Cell placement:
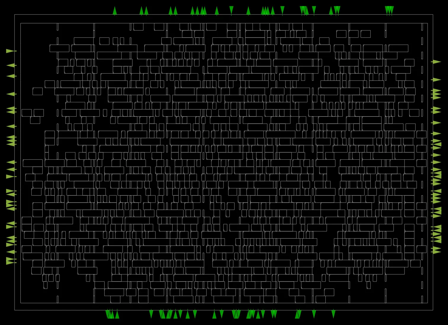
Wiring heat map:
The die is cut into 32 by 22 equal tiles; dark blue is low, red is high, scaled to the fullest tile. Values are wire area over tile area, all layers added.
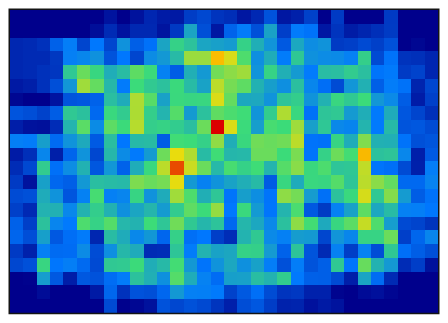
Register map, names as in the netlist:
Scale bar: 50 um.
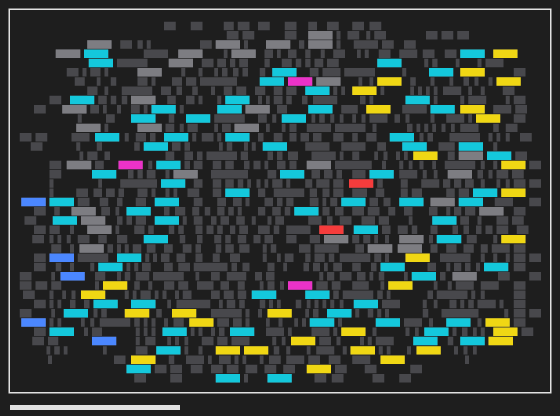
**src/rtl/imm_ext_pipe.sv**
```systemverilog
// Pipelined immediate extender with valid/ready handshake and 2-entry skid.
// Optional CSR zimm decode enabled by defining IMM_EXT_ZIMM_EN.
module imm_ext_pipe #(
    parameter int XLEN  = 32,
    parameter int TAG_W = 5
) (
    input  logic             clk,
    input  logic             rst,
    input  logic             in_valid,
    output logic             in_ready,
    input  logic [31:0]      in_inst,
    input  logic [TAG_W-1:0] in_tag,
    output logic             out_valid,
    input  logic             out_ready,
    output logic [XLEN-1:0]  out_imm,
    output logic [2:0]       out_type,
    output logic [31:0]      out_inst,
    output logic [TAG_W-1:0] out_tag
);

    localparam logic [2:0] T_I    = 3'b000;
    localparam logic [2:0] T_S    = 3'b001;
    localparam logic [2:0] T_B    = 3'b010;
    localparam logic [2:0] T_U    = 3'b011;
    localparam logic [2:0] T_J    = 3'b100;
    localparam logic [2:0] T_Z    = 3'b101;
    localparam logic [2:0] T_NONE = 3'b111;

    typedef enum logic [1:0] {
        EMPTY,
        BUSY,
        FULL
    } state_t;

    typedef struct packed {
        logic [XLEN-1:0]  imm;
        logic [2:0]       typ;
        logic [31:0]      inst;
        logic [TAG_W-1:0] tag;
    } entry_t;

    state_t state_q, state_d;
    logic   in_ready_q;
    entry_t main_q, skid_q, dec;
    logic   load_main, load_skid, skid_to_main;
    logic   accept, drain;

    logic [XLEN-1:0] imm_i;

    assign imm_i = XLEN'($signed(in_inst[31:20]));

    // Decode the immediate format from the opcode and extend to XLEN.
    always_comb begin
        dec      = '0;
        dec.typ  = T_NONE;
        dec.inst = in_inst;
        dec.tag  = in_tag;
        unique case (in_inst[6:0])
            7'b0000011,
            7'b0010011,
            7'b1100111: begin
                dec.typ = T_I;
                dec.imm = imm_i;
            end
            7'b1110011: begin
`ifdef IMM_EXT_ZIMM_EN
                if (in_inst[14]) begin
                    dec.typ = T_Z;
                    dec.imm = XLEN'(in_inst[19:15]);
                end else begin
                    dec.typ = T_I;
                    dec.imm = imm_i;
                end
`else
                dec.typ = T_I;
                dec.imm = imm_i;
`endif
            end
            7'b0011011: begin
                // OP-IMM-32 only exists on RV64.
                if (XLEN == 64) begin
                    dec.typ = T_I;
                    dec.imm = imm_i;
                end
            end
            7'b0100011: begin
                dec.typ = T_S;
                dec.imm = XLEN'($signed({in_inst[31:25],
                                         in_inst[11:7]}));
            end
            7'b1100011: begin
                dec.typ = T_B;
                dec.imm = XLEN'($signed({in_inst[31], in_inst[7],
                                         in_inst[30:25],
                                         in_inst[11:8], 1'b0}));
            end
            7'b0110111,
            7'b0010111: begin
                dec.typ = T_U;
                dec.imm = XLEN'($signed({in_inst[31:12], 12'b0}));
            end
            7'b1101111: begin
                dec.typ = T_J;
                dec.imm = XLEN'($signed({in_inst[31], in_inst[19:12],
                                         in_inst[20], in_inst[30:21],
                                         1'b0}));
            end
            default: begin
                dec.typ = T_NONE;
                dec.imm = '0;
            end
        endcase
    end

    assign accept = in_valid & in_ready_q;
    assign drain  = out_ready & (state_q != EMPTY);

    // Next-state and register-steering for main/skid entries.
    always_comb begin
        state_d      = state_q;
        load_main    = 1'b0;
        load_skid    = 1'b0;
        skid_to_main = 1'b0;
        unique case (state_q)
            EMPTY: begin
                if (accept) begin
                    load_main = 1'b1;
                    state_d   = BUSY;
                end
            end
            BUSY: begin
                if (accept && drain) begin
                    load_main = 1'b1;
                end else if (drain) begin
                    state_d = EMPTY;
                end else if (accept) begin
                    load_skid = 1'b1;
                    state_d   = FULL;
                end
            end
            FULL: begin
                if (out_ready) begin
                    skid_to_main = 1'b1;
                    state_d      = BUSY;
                end
            end
            default: state_d = EMPTY;
        endcase
    end

    // State register; in_ready is registered as "skid not occupied".
    always_ff @(posedge clk) begin
        if (rst) begin
            state_q    <= EMPTY;
            in_ready_q <= 1'b1;
        end else begin
            state_q    <= state_d;
            in_ready_q <= (state_d != FULL);
        end
    end

    // Payload registers for main output and skid entries.
    always_ff @(posedge clk) begin
        if (rst) begin
            main_q     <= '0;
            main_q.typ <= T_NONE;
            skid_q     <= '0;
            skid_q.typ <= T_NONE;
        end else begin
            if (load_main) begin
                main_q <= dec;
            end else if (skid_to_main) begin
                main_q <= skid_q;
            end
            if (load_skid) begin
                skid_q <= dec;
            end
        end
    end

    assign in_ready  = in_ready_q;
    assign out_valid = (state_q != EMPTY);
    assign out_imm   = main_q.imm;
    assign out_type  = main_q.typ;
    assign out_inst  = main_q.inst;
    assign out_tag   = main_q.tag;

endmodule
```
**config.mk**
```make
export PLATFORM = sky130hd
export DESIGN_NAME = imm_ext_pipe
export DESIGN_NICKNAME = d
export VERILOG_FILES = /design/src/rtl/imm_ext_pipe.sv
export SDC_FILE = /design/constraint.sdc
export NUM_CORES = 1
export LEC_CHECK = 0
export CAP_MARGIN = 20
export CELL_PAD_IN_SITES_DETAIL_PLACEMENT = 1
export CELL_PAD_IN_SITES_GLOBAL_PLACEMENT = 1
export CORE_ASPECT_RATIO = 0.7
export CORE_MARGIN = 2
export CORE_UTILIZATION = 39
export DETAILED_ROUTE_END_ITERATION = 8
export PLACE_DENSITY = 0.8
export SYNTH_ARGS = -nofsm -noshare
export SYNTH_HDL_FRONTEND = slang
export SYNTH_SLANG_ARGS = --single-unit
```
**constraint.sdc**
```tcl
create_clock -name clk -period 2.7 [get_ports clk]
set_input_delay 0.675 -clock clk [delete_from_list [all_inputs] [get_ports clk]]
set_output_delay 0.675 -clock clk [all_outputs]
set_load 0.05 [all_outputs]
```
==> impl_metrics.yaml <==
# generated from flow reports
run_status:
  status: "completed"
sta:
  min_period_ps: 2550
  slew_violations: 0
  finClkSkew_ps: 9.89
  tns_ps: 0
  finalSetupViolCount: 0
  fmax_mhz: 392
  finalClockPeriodUsage_pct: 94.4
  slew_headroom_pct: 39.2
  finalHoldViolations: 0
  tightestPinTransition_ps: 913
  rsz0062_at_grt: "false"
  holdWs_ps: 459
layout:
  comb_area_share_pct: 36.8
  comb_area_sq_um: 3220
  ff_count: 147
  layout_top_cells: "175 x nand2_1, 147 x dfxtp_1, 113 x clkdlybuf4s50_1"
  final_common_cell: "nand2_1"
  buf_share_pct: 18.3
  final-clk-cell-share_pct: 7.53
  antenna_cells: 0
  areaGrowthSynthToFinish_pct: 34.4
  logic_gates: 548
  final_area_sq_um: 8750
  fin_cells: 1123
place:
  placedInstanceArea_sq_um: 8090
  io_buffers: 114
  hpwl_mm: 15.2
  place_congestion: 0.881
  dp_cells: 1092
  place_ws_ps: -129
setup_path:
  cp_num_cells: 2
  worstPathMaxFanout: 9
  worst-endpoint-required_ps: 2030
  crit_path_cell_trace: "or2_2, clkdlybuf4s50_1"
  endpoint: "out_valid"
  cp.arrival_ps: 1880
  r2r_slack_ps: 650
  setup.worst_path.end_class: "primary output"
  critPathMaxStageDelay_ps: 790
  timing.rr.end: "out_imm[16]$_SDFFE_PP0P_"
  critical-path-top-delay-family: "buffers and inverters"
  r2r-start: "state_q[1]$_SDFF_PP0_"
  startpoint: "state_q[1]$_SDFF_PP0_"
  crit_slowest_cell: "clkdlybuf4s50_1"
floorplanning:
  fp.dieH_um: 112
  ios: 115
  core_sq_um: 16300
  fp_util_pct: 39.8
  die_x_um: 158
  tapCellCount: 225
clocking:
  cts-buffers-inserted: 17
  postCtsSetupRepairBufs: 0
  clk_latency_ps: 430
  clk_pin_slew_ps: 60
  cts.repair.resized: 0
  h-tree-depth: 4
  cts_buffer_depth: 2
synth:
  yosysUniqueCellTypes: 55
  top_cell: "nand2_1"
  yosys_cells: 779
  area_leaders: "dfxtp_1 45%, nand2_1 10%, a311oi_2 6.0%"
  async_reset_ff_share_pct: 0
  synth_flops: 147
  yosys-top-cells-count: "177 x nand2_1, 147 x dfxtp_1, 74 x nor2_1"
  edf_count: 0
  syn_area_per_cell_sq_um: 8.36
  synth_cells: 779
  post-synth-top-area-fraction_pct: 45.2
  ys_chip_area_sq_um: 6510
  netlist.top_cell.by_area: "dfxtp_1"
  syn_area_sq_um: 6510
  yosys.stat.seqShare_pct: 45.2
  fp_nets: 820
  ff_type: "dfxtp_1"
  yosysWarnings: 0
global_route:
  grt_pass1_wl_mm: 36.2
  grt_max_degree: 60
  gr-total-overflow: 0
  grt_pass1_vias: 6749
power_and_ir_drop:
  peakVddDrop_mv: 0.345
  power.group.top: "the clock network"
  comb_power_share_pct: 20.1
  internal_power_mw: 4.47
  clkPwrFrac_pct: 42.3
  power.total_mw: 6.31
  pg_comb_mw: 1.27
  p_leak_nw: 3.04
  clock_power_mw: 2.67
  seqPwrFrac_pct: 37.6
drt:
  vias_per_cell: 5.69
  routedWlPerCell_um: 20.1
  drt_iter0_markers: 411
  drtPass1Iterations: 5
  drtAntennaViolNets: 0
worst_hold_path:
  hp-start: "skid_q[10]$_SDFFE_PP0P_"
  whs_endpoint: "skid_q[10]$_SDFFE_PP0P_"
  hold_class: "flip-flop to flip-flop"
  hold_depth: 2
job:
  cap_violations: 0
-- 'cell placement' (at the start) --
utilization after layout: 53.5%
sequential portion of the cell area: 33.6%

-- 'wiring heat map' (at the start) --
mean over tiles: 0.20
tiles over half the peak: 13%
fullest tile: 0.68
nearly empty tiles: 8.8%
densest ninth of the die: center
Total Routing Usage GR: 26.1%
Via Count: 6386
routed wire length: 22.5 mm

-- 'register map, names as in the netlist' (at the start) --
| signal | color | flops |
|---|---|---|
| out_type | magenta | 3 |
| state_q | red | 2 |
| skid_q | cyan | 72 |
| out_inst | yellow | 32 |
| out_tag | blue | 5 |
not colored: 33
Storage cell area: 2940 sq um
P_seq: 2.37 mW

-- per-layer routing --
metal,vias up,share of wire (%),GRT usage (%)
met1,3194,47,36.1
met4,0,1.3,8.23
met2,174,47,41.3
li1,2990,-,-
met3,28,4.5,4.98
met5,-,0,0
-- cells by family (layout without fill, tap and decap cells) --
kind of cell           Yosys count  count (layout)  synth area share, %
AOI/OAI and AO/OA              210             210                 25.4
buffers and inverters           84             203                 5.76
DFF                            147             147                 45.2
muxes                            2               2                0.327
and+or+nand+nor                336             336                 23.3
-- sequential cells by signal, summed over array words and instances, names as in the netlist --
register,flops
in_ready,1
out_imm,32
out_inst,32
out_tag,5
out_type,3
skid_q,72
state_q,2
Power and IR drop assume default switching activity.
